`src/rtl/multi_bit_sync_filter_if.sv`:
```
// Bundle of the level inputs, pulse-mode select and the qualified outputs
// of multi_bit_sync_filter. master = the logic feeding/observing the filter,
// slave = the filter itself.
interface multi_bit_sync_filter_if #(
    parameter int NUM_CH = 4
);
    logic [NUM_CH-1:0] async;
    logic [1:0]        edge_mode;
    logic [NUM_CH-1:0] sync;
    logic [NUM_CH-1:0] pulse;
    logic              any_pulse;

    modport master (
        output async,
        output edge_mode,
        input  sync,
        input  pulse,
        input  any_pulse
    );

    modport slave (
        input  async,
        input  edge_mode,
        output sync,
        output pulse,
        output any_pulse
    );
endinterface

```
`src/rtl/multi_bit_sync_filter.sv`:
```
// Multi-channel level synchronizer with glitch filter and edge-pulse output.
// Each channel: NUM_STAGES flop chain -> FILT_LEN-cycle stability filter ->
// registered level (sync) plus a one-cycle pulse on accepted edges selected
// by edge_mode (bit0 = rising, bit1 = falling).
module multi_bit_sync_filter #(
    parameter int                NUM_CH     = 4,
    parameter int                NUM_STAGES = 2,
    parameter int                FILT_LEN   = 4,
    parameter logic [NUM_CH-1:0] RST_VAL    = '0
) (
    input  logic                  clk,
    input  logic                  rst,   // asynchronous, active-low
    multi_bit_sync_filter_if.slave bus
);
    localparam int CNT_W = ($clog2(FILT_LEN + 1) < 1) ? 1 : $clog2(FILT_LEN + 1);
    localparam logic [CNT_W-1:0] CNT_MAX = CNT_W'(FILT_LEN - 1);

    logic [NUM_CH-1:0]            meta_p0 [NUM_STAGES];
    logic [NUM_CH-1:0]            raw;
    logic [NUM_CH-1:0][CNT_W-1:0] cnt_p1;
    logic [NUM_CH-1:0][CNT_W-1:0] cnt_nxt;
    logic [NUM_CH-1:0]            lvl_p1;
    logic [NUM_CH-1:0]            lvl_nxt;
    logic [NUM_CH-1:0]            pulse_p1;
    logic [NUM_CH-1:0]            pulse_nxt;
    logic                         any_pulse_p1;

    // Stage 0: plain flop chain per channel, no logic between stages.
    always_ff @(posedge clk or negedge rst) begin
        if (!rst) begin
            for (int s = 0; s < NUM_STAGES; s++) begin
                meta_p0[s] <= RST_VAL;
            end
        end else begin
            meta_p0[0] <= bus.async;
            for (int s = 1; s < NUM_STAGES; s++) begin
                meta_p0[s] <= meta_p0[s-1];
            end
        end
    end

    assign raw = meta_p0[NUM_STAGES-1];

    // Filter and edge qualification: a new level is taken only after it has
    // differed from the current level on FILT_LEN consecutive edges; any
    // return to the current level restarts the count.
    always_comb begin
        lvl_nxt   = lvl_p1;
        pulse_nxt = '0;
        cnt_nxt   = '0;
        for (int ch = 0; ch < NUM_CH; ch++) begin
            if (raw[ch] != lvl_p1[ch]) begin
                if (cnt_p1[ch] == CNT_MAX) begin
                    lvl_nxt[ch]   = raw[ch];
                    pulse_nxt[ch] = (raw[ch] & bus.edge_mode[0]) |
                                    (~raw[ch] & bus.edge_mode[1]);
                end else begin
                    cnt_nxt[ch] = cnt_p1[ch] + CNT_W'(1);
                end
            end
        end
    end

    // Stage 1: filter counters, accepted level and pulse outputs.
    always_ff @(posedge clk or negedge rst) begin
        if (!rst) begin
            cnt_p1       <= '0;
            lvl_p1       <= RST_VAL;
            pulse_p1     <= '0;
            any_pulse_p1 <= 1'b0;
        end else begin
            cnt_p1       <= cnt_nxt;
            lvl_p1       <= lvl_nxt;
            pulse_p1     <= pulse_nxt;
            any_pulse_p1 <= |pulse_nxt;
        end
    end

    assign bus.sync      = lvl_p1;
    assign bus.pulse     = pulse_p1;
    assign bus.any_pulse = any_pulse_p1;

endmodule

```
`src/flat_wrapper.sv`:
```
// flat-port wrapper written by rule: the top's interface ports become plain ports
module multi_bit_sync_filter_flat 
#(
    parameter int                NUM_CH     = 4,
    parameter int                NUM_STAGES = 2,
    parameter int                FILT_LEN   = 4,
    parameter logic [NUM_CH-1:0] RST_VAL    = '0
)
  (clk, rst, bus_async, bus_edge_mode, bus_sync, bus_pulse, bus_any_pulse);
  multi_bit_sync_filter_if #(.NUM_CH(NUM_CH)) bus_i ();
  input  logic clk;
  input  logic rst;
  input wire logic [$bits(bus_i.async)-1:0] bus_async;
  input wire logic [$bits(bus_i.edge_mode)-1:0] bus_edge_mode;
  output wire logic [$bits(bus_i.sync)-1:0] bus_sync;
  output wire logic [$bits(bus_i.pulse)-1:0] bus_pulse;
  output wire logic [$bits(bus_i.any_pulse)-1:0] bus_any_pulse;
  assign bus_i.async = bus_async;
  assign bus_i.edge_mode = bus_edge_mode;
  assign bus_sync = bus_i.sync;
  assign bus_pulse = bus_i.pulse;
  assign bus_any_pulse = bus_i.any_pulse;
  multi_bit_sync_filter #(.NUM_CH(NUM_CH), .NUM_STAGES(NUM_STAGES), .FILT_LEN(FILT_LEN), .RST_VAL(RST_VAL)) u_core (.clk(clk), .rst(rst), .bus(bus_i));
endmodule
```
`config.mk`:
```
export PLATFORM = sky130hd
export DESIGN_NAME = multi_bit_sync_filter_flat
export DESIGN_NICKNAME = d
export VERILOG_FILES = /design/src/rtl/multi_bit_sync_filter_if.sv /design/src/rtl/multi_bit_sync_filter.sv /design/src/flat_wrapper.sv
export SDC_FILE = /design/constraint.sdc
export NUM_CORES = 1
export LEC_CHECK = 0
export CAP_MARGIN = 5
export CORE_MARGIN = 1.5
export CORE_UTILIZATION = 50
export DETAILED_ROUTE_END_ITERATION = 6
export HOLD_SLACK_MARGIN = 0.12
export PLACE_DENSITY = 0.75
export SYNTH_ARGS = -nofsm -noshare
export SYNTH_HDL_FRONTEND = slang
export SYNTH_SLANG_ARGS = --single-unit
```
`constraint.sdc`:
```
create_clock -name clk -period 1.85 [get_ports clk]
set_clock_uncertainty 0.15 [all_clocks]
set_input_delay 0.37 -clock clk [delete_from_list [all_inputs] [get_ports clk]]
set_output_delay 0.37 -clock clk [all_outputs]
set_load 0.03 [all_outputs]
```
**M1 wires**

Cells faint in the background.
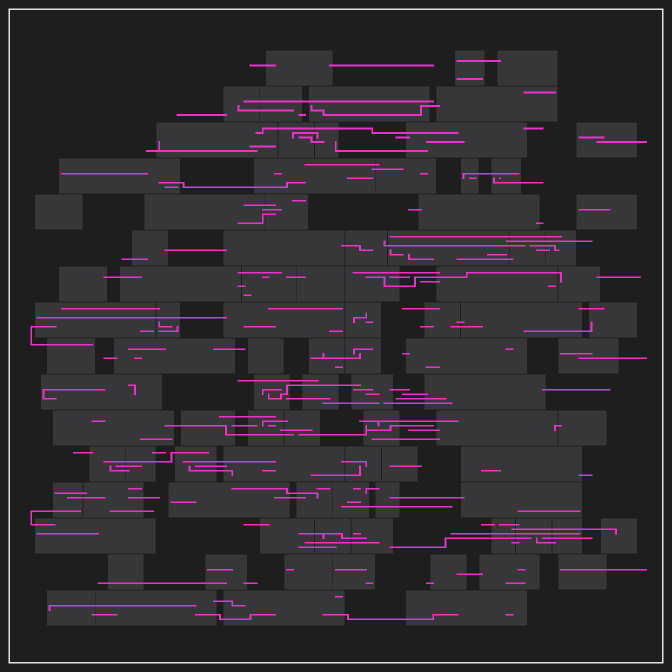
The longest straight run is 14.3 microns. The layer holds 44% of the routed length. 93 nets have wire on it.
met1 Use GR: 0.161
Total Wirelength: 1450 microns
Vias: 607

**Met2 routing**

The bar under the picture is 10 microns long.
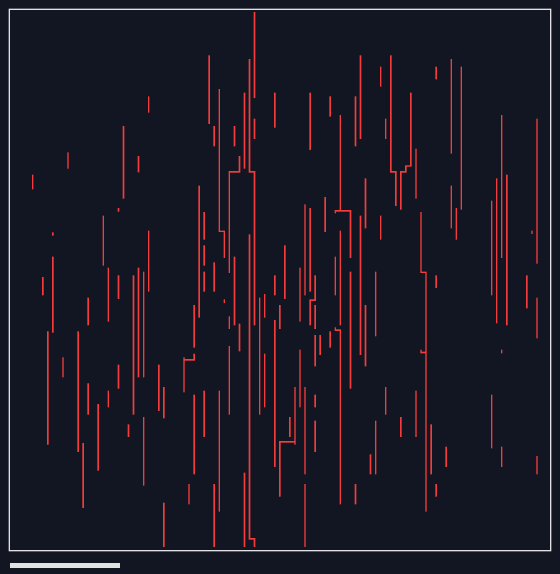
The longest straight run is 27.7 microns. The layer holds 50% of the routed length. The wires run mostly vertical. 92 nets have wire on it. The layer carries 724 microns of wire.
GR Util met2: 0.250

**Metal 3**

The bar under the picture is 10 microns long.
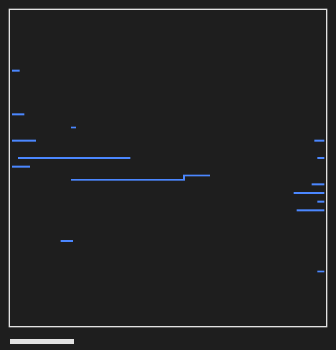
12 nets have wire on it. The layer holds 4.4% of the routed length. The layer carries 63.4 microns of wire.
met3 Use GR: 0.0460

**The clock network**

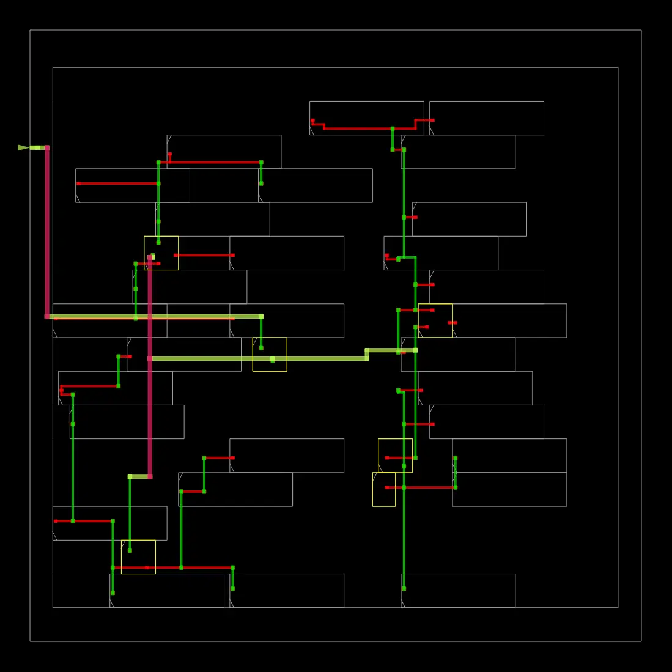
Clock Sinks: 29
CLK BUF: 5
TritonCTS buffer count: 5

==> results_slide.txt <==
Implementation Results

Worst setup path
  • CP delay by family, top: buffers and inverters
  • Critical Path, Cell by Cell: clkdlybuf4s50_1
  • Arr. time, crit path: between 1 and 1.5 ns
  • Kind of critical path: register to output pin
  • CP bufs+invs: 1
  • Worst path slowest cell: clkdlybuf4s50_1
  • Required time worst endpoint: roughly 1.3 ns
  • Nature of the critical path startpoint: register
  • CP max stage delay: 0.66 ns
  • Critical Path Sink Type: output pin
  • Crit-path max FO: 1

Detailed routing
  • DR DRC count: 0
  • ANT nets after route: 0
  • Routed len/inst: between 10 and 15 microns
  • DRT iter0 DRCs: 1
  • Via density: approximately 5
  • Drt first pass iters: 2

STA
  • Final hold violation count: 0
  • RSZ-0062 raised after global routing: no
  • Final slew viol count: 0
  • # setup viols final: 0
  • Final worst-path cycle share: 0.978
  • Hold Slack: 0.202 ns
  • Min cycle time layout: 1.81 ns
  • Final worst slack: a little over 0.04 ns
  • Max_slew headroom: 0.769
  • Setup_tns: 0 ns
  • FMAX: 0.553 GHz
  • Worst Tran Pin Value: 0.346 ns

Logic synthesis
  • Yosys cell count: 71
  • Yosys aoi share: 0.0292
  • XOR Share, Synth: 0.0327
  • Synth logic family: simple AND/OR/NAND/NOR gates
  • And+or+nand+nor area frac: 0.171
  • Synth area leader: dfrtp_1
  • Mux area share: 0.0421
  • Syn Inst Count: 71
  • Syn nets: 83
  • Mapped cell area: 0.00107 sq mm
  • Synth warn: 0
  • Yosys synthesis chip area: 0.00107 sq mm
  • Registers, synthesis: 29
  • Seq share, synth: 0.678
  • Mean Syn Cell Area: 15.1 sq um
  • Yosys cell types: 15
  • Max-area cell share: 0.678
  • Adder Area Share: 0.0468
  • Synth area leaders: dfrtp_1, nand3b_1, ha_1

Final layout
  • Nets: 107
  • Area growth, synth to finish: 23.0%
  • Share of layout cells above drive strength 1: 0.138
  • Final core utilization: 0.664
  • ANT cells: 0

Floorplan
  • Core area: 0.00198 sq mm
  • FP Util: 0.540
  • Die Wd: 49.3 microns
  • Row cnt: 16
  • Die area: around 0.0024 sq mm
  • Io pins: 17
  • Die Ht: 49.3 microns

GRT
  • First-pass GRT wire length: between 2000 and 3000 microns
  • Initial antenna violation count: 0
  • GRT overflow: 0
  • Total GRT Usage: 0.147
  • Vias in the first global route: between 600 and 700
  • Largest net degree at the start of global routing: 30

Clock network
  • Depth of the CTS H-tree: 2
  • Max clock buf depth: 2
  • Clk pin slew, worst setup/hold paths: 0.08 ns
  • Late-Pin Clk Latency: 0.30 ns
  • CTS tree: built
  • CTS Root Cell: clkbuf_4
  • CTS Hold Bufs: 0

Flow run
  • Max-cap violations: 0
  • Tool Warnings: 26

Place
  • Placer Congestion: 0.679
  • PortBufs: 16
  • DPL Wire Length: 1070 microns
  • Setup WS pre-CTS: -0.00803 ns

Power and ir drop
  • P_leak: 0.645 nW
  • Pwr Density: 1280 mW/mm^2
  • Maximum VDD drop: between 0.8 and 0.9 mV

Worst hold path
  • Hold Path Class: register to register

Outcome
  • Status: complete, no violations
## placed cells by master (no fill, tap or decap), types with 4 or more instances in the layout
cell type | netlist | layout
xnor2_1 | 4 | 4
mux2_2 | 4 | 4
clkdlybuf4s50_1 | 0 | 9
clkbuf_4 | 0 | 5
ha_1 | 4 | 4
dfrtp_1 | 29 | 29
nand3b_1 | 8 | 8
nor3b_1 | 6 | 6
nor2b_1 | 4 | 4
dlygate4sd2_1 | 0 | 4
## worst reg2reg max path: cells and delay by family, from the launching register on
family,cells,cell delay [ns]
AOI/OAI and AO/OA,1,0.14
adders and majority gates,1,0.23
and+or+nand+nor,2,0.64
DFF,1,0.39
## power breakdown
group          switching, mW  leakage, nW  internal [mW]
combinational          0.268        0.248          0.245
sequential            0.0939        0.370          0.766
clock                  0.176       0.0269          0.131
total                  0.538        0.645           1.14
## Yosys cell counts, drive strengths merged
library cell  number
dfrtp             29
a21oi              1
nor2b              5
nand3b             8
nor3b              6
ha                 4
mux2               4
nand2b             2
a21boi             3
nor2               1
xnor2              4
nor3               3
or4                1
## timing repair
item / 4_1_cts / 5_1_grt
pin swaps: 0 / 0
setup endpoints to repair: 4 / 3
setup buffers: 0 / 0
gates resized: 4 / 3
## routing by layer
| metal | global-route usage | up-vias | part of all wire |
|---|---|---|---|
| met5 | 0 | - | 0 |
| met4 | 0.0857 | 0 | 0.021 |
| met3 | 0.0460 | 5 | 0.043 |
| met2 | 0.250 | 15 | 0.50 |
| met1 | 0.161 | 294 | 0.44 |
| li1 | - | 293 | - |
## through the flow
step	power (mW)	cells	instance area, sq um
floorplan	1.23	71	1070
global placement	1.41	115	1270
detailed placement	1.43	115	1270
CTS	1.71	121	1310
global route	1.80	121	1320
finish	1.68	121	1320
## registers in the layout, indices dropped and copies added (netlist names)
name and count:
u_core.cnt_p1 12, u_core.bus.sync 4, u_core.meta_p0 4, u_core.raw 4, u_core.bus.pulse 4, u_core.bus.any_pulse 1
## cell type report
| cell class | count | area [sq um] |
|---|---|---|
| clock buffer | 5 | 37.5 |
| clock inverter | 1 | 5.00 |
| fill | 142 | 666 |
| multi-input combinational | 42 | 344 |
| sequential | 29 | 726 |
| tap | 27 | 33.8 |
| timing repair buffer | 17 | 170 |
## cell families after synthesis
| family | after synthesis |
|---|---|
| flip-flops | 29 |
| AND/OR/NAND/NOR | 26 |
| AND-OR/OR-AND | 4 |
| XOR/XNOR | 4 |
| multiplexers | 4 |
| adder cells (fa/ha/maj) | 4 |
## path summary, 6_finish.rpt
check / from / to / slack [ns] / cells after the start
worst max-delay path: u_core.bus.pulse[3]$_DFF_PN0_ / bus_pulse[3] / 0.04 / 1
worst min-delay path: u_core.meta_p0[5]$_DFF_PN0_ / u_core.raw[1]$_DFF_PN0_ / 0.20 / 0
worst max register to register: u_core.cnt_p1[9]$_DFF_PN0_ / u_core.bus.any_pulse$_DFF_PN0_ / 0.17 / 4
worst min register to register: u_core.meta_p0[5]$_DFF_PN0_ / u_core.raw[1]$_DFF_PN0_ / 0.20 / 0
max in group asynchronous: rst / u_core.bus.any_pulse$_DFF_PN0_ / 1.01 / 2
min in group asynchronous: rst / u_core.raw[0]$_DFF_PN0_ / 0.28 / 2
Power figures rest on the tool's default switching activity, not on a simulated workload.
